[config.mk]
export PLATFORM = sky130hd
export DESIGN_NAME = prog_loader
export DESIGN_NICKNAME = d
export VERILOG_FILES = /design/src/rtl/isa_pkg.sv /design/src/rtl/inst_pack.sv /design/src/rtl/prog_loader.sv
export SDC_FILE = /design/constraint.sdc
export NUM_CORES = 1
export LEC_CHECK = 0
export ABC_AREA = 1
export CAP_MARGIN = 20
export CORE_MARGIN = 2
export CORE_UTILIZATION = 35
export CTS_CLUSTER_SIZE = 20
export DETAILED_ROUTE_END_ITERATION = 10
export GPL_TIMING_DRIVEN = 0
export PLACE_DENSITY = 0.72
export SYNTH_ARGS = -nofsm -noshare
export SYNTH_HDL_FRONTEND = slang
export SYNTH_SLANG_ARGS = --single-unit
[constraint.sdc]
create_clock -name clk -period 1.52 [get_ports clk]
set_input_delay 0.304 -clock clk [delete_from_list [all_inputs] [get_ports clk]]
set_output_delay 0.304 -clock clk [all_outputs]
set_load 0.005 [all_outputs]
[src/rtl/isa_pkg.sv]
// isa_pkg: instruction field widths, memory-format opcodes, loader states and error codes
package isa_pkg;
  localparam int OPC_W  = 4;
  localparam int REG_W  = 3;
  localparam int MADR_W = 4;
  localparam int INST_W = 13;
  localparam logic [OPC_W-1:0] OP_ST = 4'b1110;
  localparam logic [OPC_W-1:0] OP_LD = 4'b1111;
  typedef enum logic [2:0] {IDLE, ACCEPT, WRITE, READ, CHECK, DONE} ldr_state_t;
  localparam logic [1:0] ERR_NONE     = 2'b00;
  localparam logic [1:0] ERR_MISMATCH = 2'b01;
  localparam logic [1:0] ERR_OVERFLOW = 2'b10;
endpackage

[src/rtl/inst_pack.sv]
// inst_pack: packs decoded fields into the 13-bit register or memory instruction format
module inst_pack
  import isa_pkg::*;
(
  input  logic [OPC_W-1:0]  i_opcode,
  input  logic [MADR_W-1:0] i_adrr,
  input  logic [REG_W-1:0]  i_opa,
  input  logic [REG_W-1:0]  i_opb,
  input  logic [REG_W-1:0]  i_dest,
  output logic [INST_W-1:0] o_word
);
  always_comb o_word = (i_opcode == OP_ST || i_opcode == OP_LD) ? {i_opcode, i_adrr, 2'b00, i_dest}
                                                                : {i_opcode, i_opa, i_opb, i_dest};
endmodule

[src/rtl/prog_loader.sv]
// prog_loader: writes packed instructions to instruction memory, reads each back and verifies it
module prog_loader
  import isa_pkg::*;
#(
  parameter int DEPTH  = 16,
  parameter int AW     = $clog2(DEPTH),
  parameter int INST_W = 13
) (
  input  logic              clk,
  input  logic              reset,
  input  logic              start,
  input  logic              in_valid,
  output logic              in_ready,
  input  logic [3:0]        in_opcode,
  input  logic [3:0]        in_adrr,
  input  logic [2:0]        in_operanda,
  input  logic [2:0]        in_operandb,
  input  logic [2:0]        in_dest,
  input  logic              in_last,
  output logic              im_we,
  output logic [AW-1:0]     im_addr,
  output logic [INST_W-1:0] im_wdata,
  input  logic [INST_W-1:0] im_rdata,
  output logic              busy,
  output logic              done,
  output logic [1:0]        error,
  output logic [AW:0]       count
);
  localparam logic [AW:0] LAST_CNT = (AW+1)'(DEPTH - 1);
  ldr_state_t        r_state;
  logic              r_last;
  logic [INST_W-1:0] w_word;
  logic              w_full;
  inst_pack u_pack (
    .i_opcode (in_opcode),
    .i_adrr   (in_adrr),
    .i_opa    (in_operanda),
    .i_opb    (in_operandb),
    .i_dest   (in_dest),
    .o_word   (w_word)
  );
  // count doubles as the write pointer; it never wraps because overflow ends the session
  always_comb w_full = count == LAST_CNT;
  always_ff @(posedge clk) begin
    if (reset) begin
      r_state  <= IDLE;
      r_last   <= 1'b0;
      in_ready <= 1'b0;
      im_we    <= 1'b0;
      im_addr  <= '0;
      im_wdata <= '0;
      busy     <= 1'b0;
      done     <= 1'b0;
      error    <= ERR_NONE;
      count    <= '0;
    end else begin
      case (r_state)
        IDLE, DONE: if (start) begin
          r_state  <= ACCEPT;
          in_ready <= 1'b1;
          busy     <= 1'b1;
          done     <= 1'b0;
          error    <= ERR_NONE;
          count    <= '0;
        end
        ACCEPT: if (in_valid) begin
          r_state  <= WRITE;
          in_ready <= 1'b0;
          im_we    <= 1'b1;
          im_addr  <= count[AW-1:0];
          im_wdata <= w_word;
          r_last   <= in_last;
        end
        WRITE: begin
          r_state <= READ;
          im_we   <= 1'b0;
        end
        READ: r_state <= CHECK;
        CHECK: if (im_rdata != im_wdata) begin
          r_state <= DONE;
          busy    <= 1'b0;
          done    <= 1'b1;
          error   <= ERR_MISMATCH;
        end else begin
          count <= count + 1'b1;
          if (r_last || w_full) begin
            r_state <= DONE;
            busy    <= 1'b0;
            done    <= 1'b1;
            error   <= r_last ? ERR_NONE : ERR_OVERFLOW;
          end else begin
            r_state  <= ACCEPT;
            in_ready <= 1'b1;
          end
        end
        default: r_state <= IDLE;
      endcase
    end
  end
endmodule

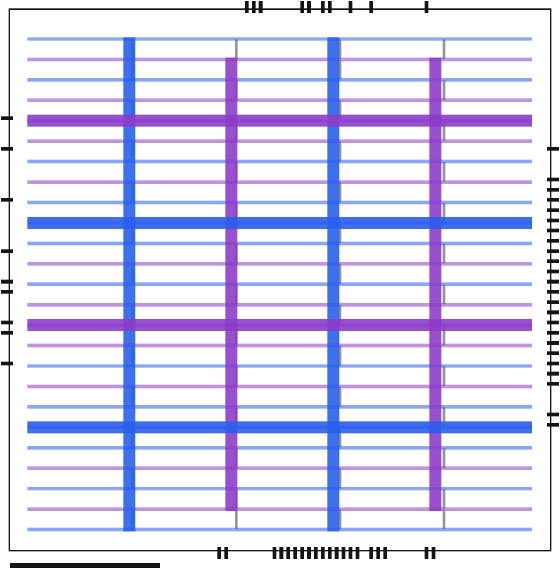
Figure 1: run 1, floorplan with the power grid.
The bar under the picture is 20 um long. Pins as bars on the die edge. Tap cells in gray.
legend:
  purple:
    net: VDD
  blue:
    net: VSS
met4 straps: 4
met5 straps: 4
met1 rails: 25
rows: 24
core outline area: 4380 um^2
worst supply voltage drop on vdd: 0.819 mV
Chip Height: 71.9 um
Die X: 71.9 um

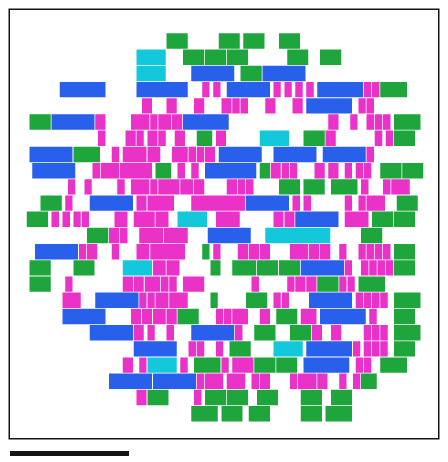
Figure 2: run 1, cells colored by class.
The bar under the picture is 20 um long.
legend:
  magenta:
    class: remaining logic cells
    cells: 190
  cyan:
    class: clock drivers and dummy loads
    cells: 8
  green:
    class: remaining buffers and delay cells
    cells: 70
  blue:
    class: registers
    cells: 32
Layout Cell Area excl Fill: 2530 um^2
final core utilization: 0.577
number of placement rows: 24

==> results.txt, run 1 <==
impl run done, here's what came out: flops & latches, synth=32, Comb area share=0.341, count of tool warnings=28, remaining global-route overflow=0, quantity of hold-fixing buffers added after cts=0, tally of max-capacitance violations=0, Max Clock Freq=0.661 GHz, wire length of the first global-routing pass=6.80 mm, area of the multi-input gates=863 um^2, critical path endpoint category=flip-flop, Final nets=336, area growth from synthesis to layout=56.9%, CTS clk-pin slew, worst paths=60 ps, Antenna diodes=0, Post-synth top flop=sky130_fd_sc_hd__dfxtp_1, startpoint of the tightest hold check path=in_ready, Tap Cells=52, number of sinks handled by clock tree synthesis=32, crit start category=primary input, yosys stat cell total=227, buffering overhead=0.277, syn_area_per_cell=7.10 um^2, capture point of the worst path=count[4], share of cell area taken by flip-flops and latches=0.260, most frequent logic cell in the layout=sky130_fd_sc_hd__clkdlybuf4s50_1, maximum fanout along the worst path=6, Req. time, crit path=1680 ps, endpoint of the worst-slack reg-to-reg timing path=count[4], Synth mux share=0, number of DRC markers in iteration 0=100, number of I/O pins=63, cell area after synthesis=1610 um^2, and+or+nand+nor area frac=0.312, Critical Path Source=im_rdata[5], power density over the cells=1430 nW/um^2, Routed WL=4.24 mm, Synth Area in Adders=0.0155, main area contributors after synthesis=sky130_fd_sc_hd__dfxtp_1 40%, sky130_fd_sc_hd__nand2_1 11%, sky130_fd_sc_hd__nor2_1 7.7%, Inverters=30, critical path class=in -> reg, setup slack, reg-to-reg=40 ps, Worst-Skew Late Latency=290 ps, average wire per standard cell=12.0 um, LEAKAGE=1.10 nW, Register Area=657 um^2, fraction of registers with async set or reset after synthesis=0, Fin Clk Skew=7.65 ps, final worst-path cycle share=0.995, post-synthesis cell count=227, endpoints failing setup=0, Nets at Floorplan=264, most frequent logic cells in the routed design=51 x sky130_fd_sc_hd__clkdlybuf4s50_1, 46 x sky130_fd_sc_hd__nand2_1, 32 x sky130_fd_sc_hd__nor2_1, sum of negative setup slack=0 ps, CTS Buf Count=5, R2R Path Start=im_wdata[9], worst min-delay path endpoint=in_ready, seq_cells=32, xor/xnor cell area share of the yosys netlist=0.0217, Initial DRT Pass Iterations=4, count of library flops with an enable pin=0, maximum number of pins on one net before global-route repair=11, Max Transition Viols Final=0, RD Place Congestion=0.763, tightest slew margin relative to the limit=0.625, run status=completed, ANT nets after route=0, most area-hungry cell class in the final design=logic gates, cell accounting for the most synthesized area=sky130_fd_sc_hd__dfxtp_1, share of the synthesized area in the top cell type=0.398, Synth cell types=31, cell at the root of the clock tree=sky130_fd_sc_hd__clkbuf_8, share of post-route cells with drive strength above 1=0.180, arrival time at the worst endpoint=1670 ps, Compound-Gate Fraction of Synth Area=0.163, non-clock buffer total of the final layout=70, initial standard-cell utilization of the core=0.368, clock distribution area overhead in the final layout=0.0500, slew at the pin closest to its max-slew limit=563 ps
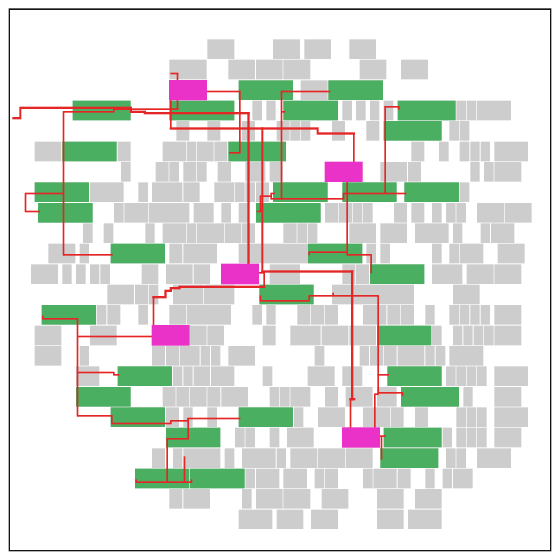
Figure 3: run 1, clock distribution.
legend:
  green:
    item: flip-flops
    count: 32
  magenta:
    item: clock-net drivers
    count: 5
  red:
    item: clock wires
    length: 460 um
routed clock nets: 6

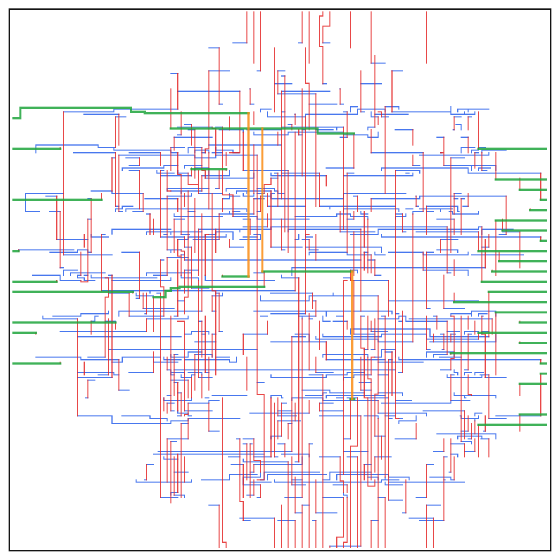
Figure 4: run 1, signal wires by layer.
legend:
  orange:
    layer: M4
    wire_length: 57.8 um
  red:
    layer: M2
    wire_length: 1930 um
  green:
    layer: M3
    wire_length: 296 um
  blue:
    layer: M1
    wire_length: 1950 um
via count of the routed design: 1644
overall global routing resource usage: 0.170

-- run 1: worst max-delay path, cell delays in order --
cell	delay [ps]
sky130_fd_sc_hd__clkdlybuf4s50_1	470
sky130_fd_sc_hd__xnor2_1	130
sky130_fd_sc_hd__nand3_2	120
sky130_fd_sc_hd__nor2_4	180
sky130_fd_sc_hd__nand2_2	80
sky130_fd_sc_hd__nand2_4	110
sky130_fd_sc_hd__nand2_4	80
sky130_fd_sc_hd__a21oi_2	140
sky130_fd_sc_hd__nor2_1	50
-- run 1: through the flow --
step / worst slack (ps) / hold slack [ps] / power, mW / cell area [um^2] / std cells
6_report: 7.61 / 462 / 3.62 / 2530 / 352
5_1_grt: -51.7 / 480 / 3.87 / 2530 / 352
4_1_cts: -55.9 / 463 / 3.59 / 2430 / 349
3_5_place_dp: -382 / 450 / 2.68 / 2300 / 341
3_3_place_gp: -350 / 447 / 2.66 / 2300 / 341
2_1_floorplan: 107 / 382 / 2.07 / 1610 / 227
-- run 1: report_power, final --
part	switching, mW	internal [mW]
clock network	0.320	0.578
registers	0.164	1.06
logic	0.759	0.736
total	1.24	2.38
-- run 1: cell families after synthesis --
group | count (synthesis)
simple gates | 106
compound gates | 48
buf+inv | 35
flops | 32
xor+xnor | 4
fa+ha+maj | 2
-- run 1: sequential cells by signal (all words and copies together), names as in the netlist, 2 cells and up --
register,flops
count,5
im_addr,4
r_state,3
im_wdata,13
error,2
-- run 1: routing by layer --
layer  wire [um]  GRT usage  part of all wire  vias up
met5           0          0                 0        -
met4          57     0.0755             0.013        0
met3         295     0.0450             0.070        6
met2        1930      0.264              0.46       41
met1        1950      0.222              0.46      721
li1            -          -                 -      876
--- run 2 (diff from run 1) ---
- clock period: 1.52 -> 1.7 ns (I/O delays scaled with it)
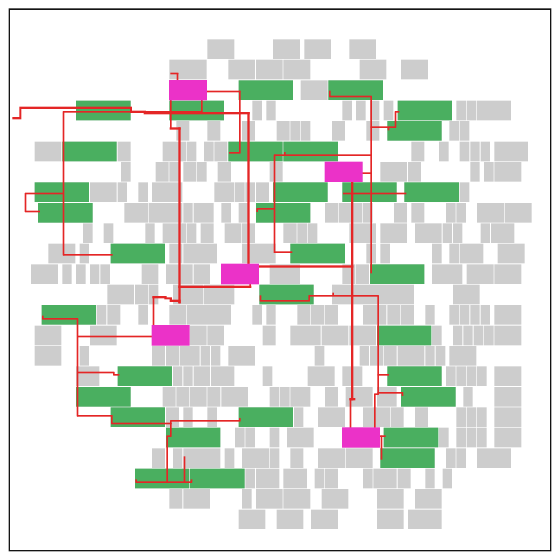
Figure 5: run 2, clock distribution.
legend:
  magenta:
    item: clock-net drivers
    count: 5
  green:
    item: flip-flops
    count: 32
  red:
    item: clock wires
    length: 444 um
routed clock nets: 6

==> run 2 against run 1 <==
First-iteration DRC count shrank 2.0%. Largest power group unchanged. Clock-buffer cell count is the same. Critical path depth grew 3. Highest routed layer unchanged. Core utilization shrank 1.8 points. Area after synthesis is the same. Register-to-register slack gained 130 ps.
==> results.txt, run 2 <==
impl run done, here's what came out: most frequent logic cells in the routed design=58 x sky130_fd_sc_hd__clkdlybuf4s50_1, 47 x sky130_fd_sc_hd__nand2_1, 33 x sky130_fd_sc_hd__nor2_1, LEAKAGE=1.01 nW, average wire per standard cell=12.0 um, dominant cell type by count on the critical path=sky130_fd_sc_hd__nand2_1, Post-synth top flop=sky130_fd_sc_hd__dfxtp_1, sum of negative setup slack=0 ps, worst min-delay path endpoint=in_ready, post-synthesis cell count=227, count of library flops with an enable pin=0, post-layout power=3.20 mW, Nets at Floorplan=264, arrival time at the worst endpoint=1770 ps, Logic pwr share=0.409, final worst-path cycle share=0.947, design internal power=2.11 mW, placed standard-cell area=2300 um^2, Initial DRT Pass Iterations=4, final non-filler cell total=350, cell area after synthesis=1610 um^2, P_sw=1.09 mW, power density over the cells=1300 nW/um^2, run status=completed, Routed WL=4.19 mm, quantity of hold-fixing buffers added after cts=0, Synth mux share=0, remaining global-route overflow=0, clock power share=0.250, maximum single-stage delay on the critical path=480 ps, number of placement rows=24, and+or+nand+nor area frac=0.312, Final Hold Slack=462 ps, count of tool warnings=26, slew at the pin closest to its max-slew limit=557 ps, share of the synthesized area in the top cell type=0.398, fraction of registers with async set or reset after synthesis=0, ANT nets after route=0, number of flip-flops in the largest register=13, placement-stage worst setup slack=-238 ps, cell at the root of the clock tree=sky130_fd_sc_hd__clkbuf_8, xor/xnor cell area share of the yosys netlist=0.0217, Chip Height=71.9 um, share of post-route cells with drive strength above 1=0.121, CTS clk-pin slew, worst paths=60 ps, tally of max-capacitance violations=0, Final nets=334, crit start category=primary input, number of I/O pins=63, R2R Path Start=count[0], Layout Cell Area excl Fill=2450 um^2, family with the most delay on the worst path=simple AND/OR/NAND/NOR gates, worst path setup slack after routing=89.4 ps, critical path endpoint category=flip-flop, Max Clock Freq=0.621 GHz, startpoint of the tightest hold check path=in_ready, Worst-Skew Late Latency=290 ps, global-route met3 utilization=0.0450, Max Transition Viols Final=0
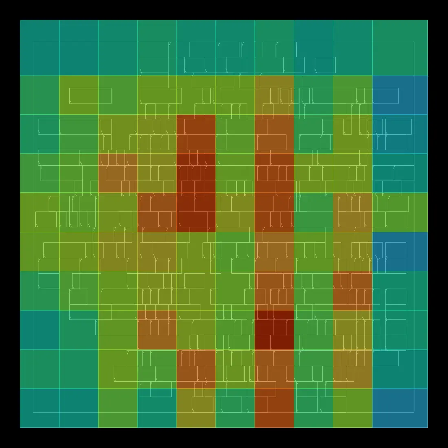
Figure 6: run 2, routing congestion map.
met2 routing resource usage after global routing: 0.264
routing layer with the top usage in global route: met2
global-route met1 utilization: 0.223

[run 2: cell counts after synthesis]
No cell type changed its count.
[run 2: final cells by class]
type / count / area share
clock inverter: 1 / 0.0123
multi-input combinational: 160 / 0.340
tap: 52 / 0.0266
inverter: 30 / 0.0480
clock buffer: 7 / 0.0393
sequential: 32 / 0.261
buffer: 5 / 0.0117
timing repair buffer: 63 / 0.260
[run 2: worst max-delay path by stage]
stage / from / endpoint / cells past startpoint
after floorplan: count[0] / busy / 10
after global placement: im_rdata[9] / count[4] / 12
after detailed placement: im_rdata[8] / count[4] / 12
after CTS: im_rdata[9] / count[4] / 12
after global routing: im_rdata[12] / count[4] / 12
final: im_rdata[2] / count[4] / 12
[run 2: timing repair]
| action | in CTS | in global routing |
|---|---|---|
| setup buffers | 0 | 1 |
| gates resized | 0 | 8 |
| setup endpoints to repair | 0 | 5 |
[run 2: power by group through the flow]
stage                     combinational (mW)  sequential, mW  clock, mW
final                                   1.31            1.09      0.798
after global routing                    1.46            1.11      0.847
after CTS                               1.30            1.09      0.816
after detailed placement                1.29            1.10          0
after global placement                  1.28            1.10          0
after floorplan                        0.746            1.10          0
[run 2: routing by layer]
metal  vias up  share of wire
li1        875              -
met4         0          0.018
met3         8          0.066
met2        41           0.45
met1       719           0.47
met5         -              0
[run 2: worst reg2reg max path: stages, from the launching register on]
cell and delay, ps:
sky130_fd_sc_hd__dfxtp_1 360, sky130_fd_sc_hd__ha_1 240, sky130_fd_sc_hd__nand2_1 80, sky130_fd_sc_hd__nor2_1 50, sky130_fd_sc_hd__ha_1 180, sky130_fd_sc_hd__nor2_1 110, sky130_fd_sc_hd__nand4_2 140, sky130_fd_sc_hd__nand2_2 110
sky130_fd_sc_hd__inv_2 40, sky130_fd_sc_hd__nor2_1 70, sky130_fd_sc_hd__nor2_1 50
Power figures rest on the tool's default switching activity, not on a simulated workload.
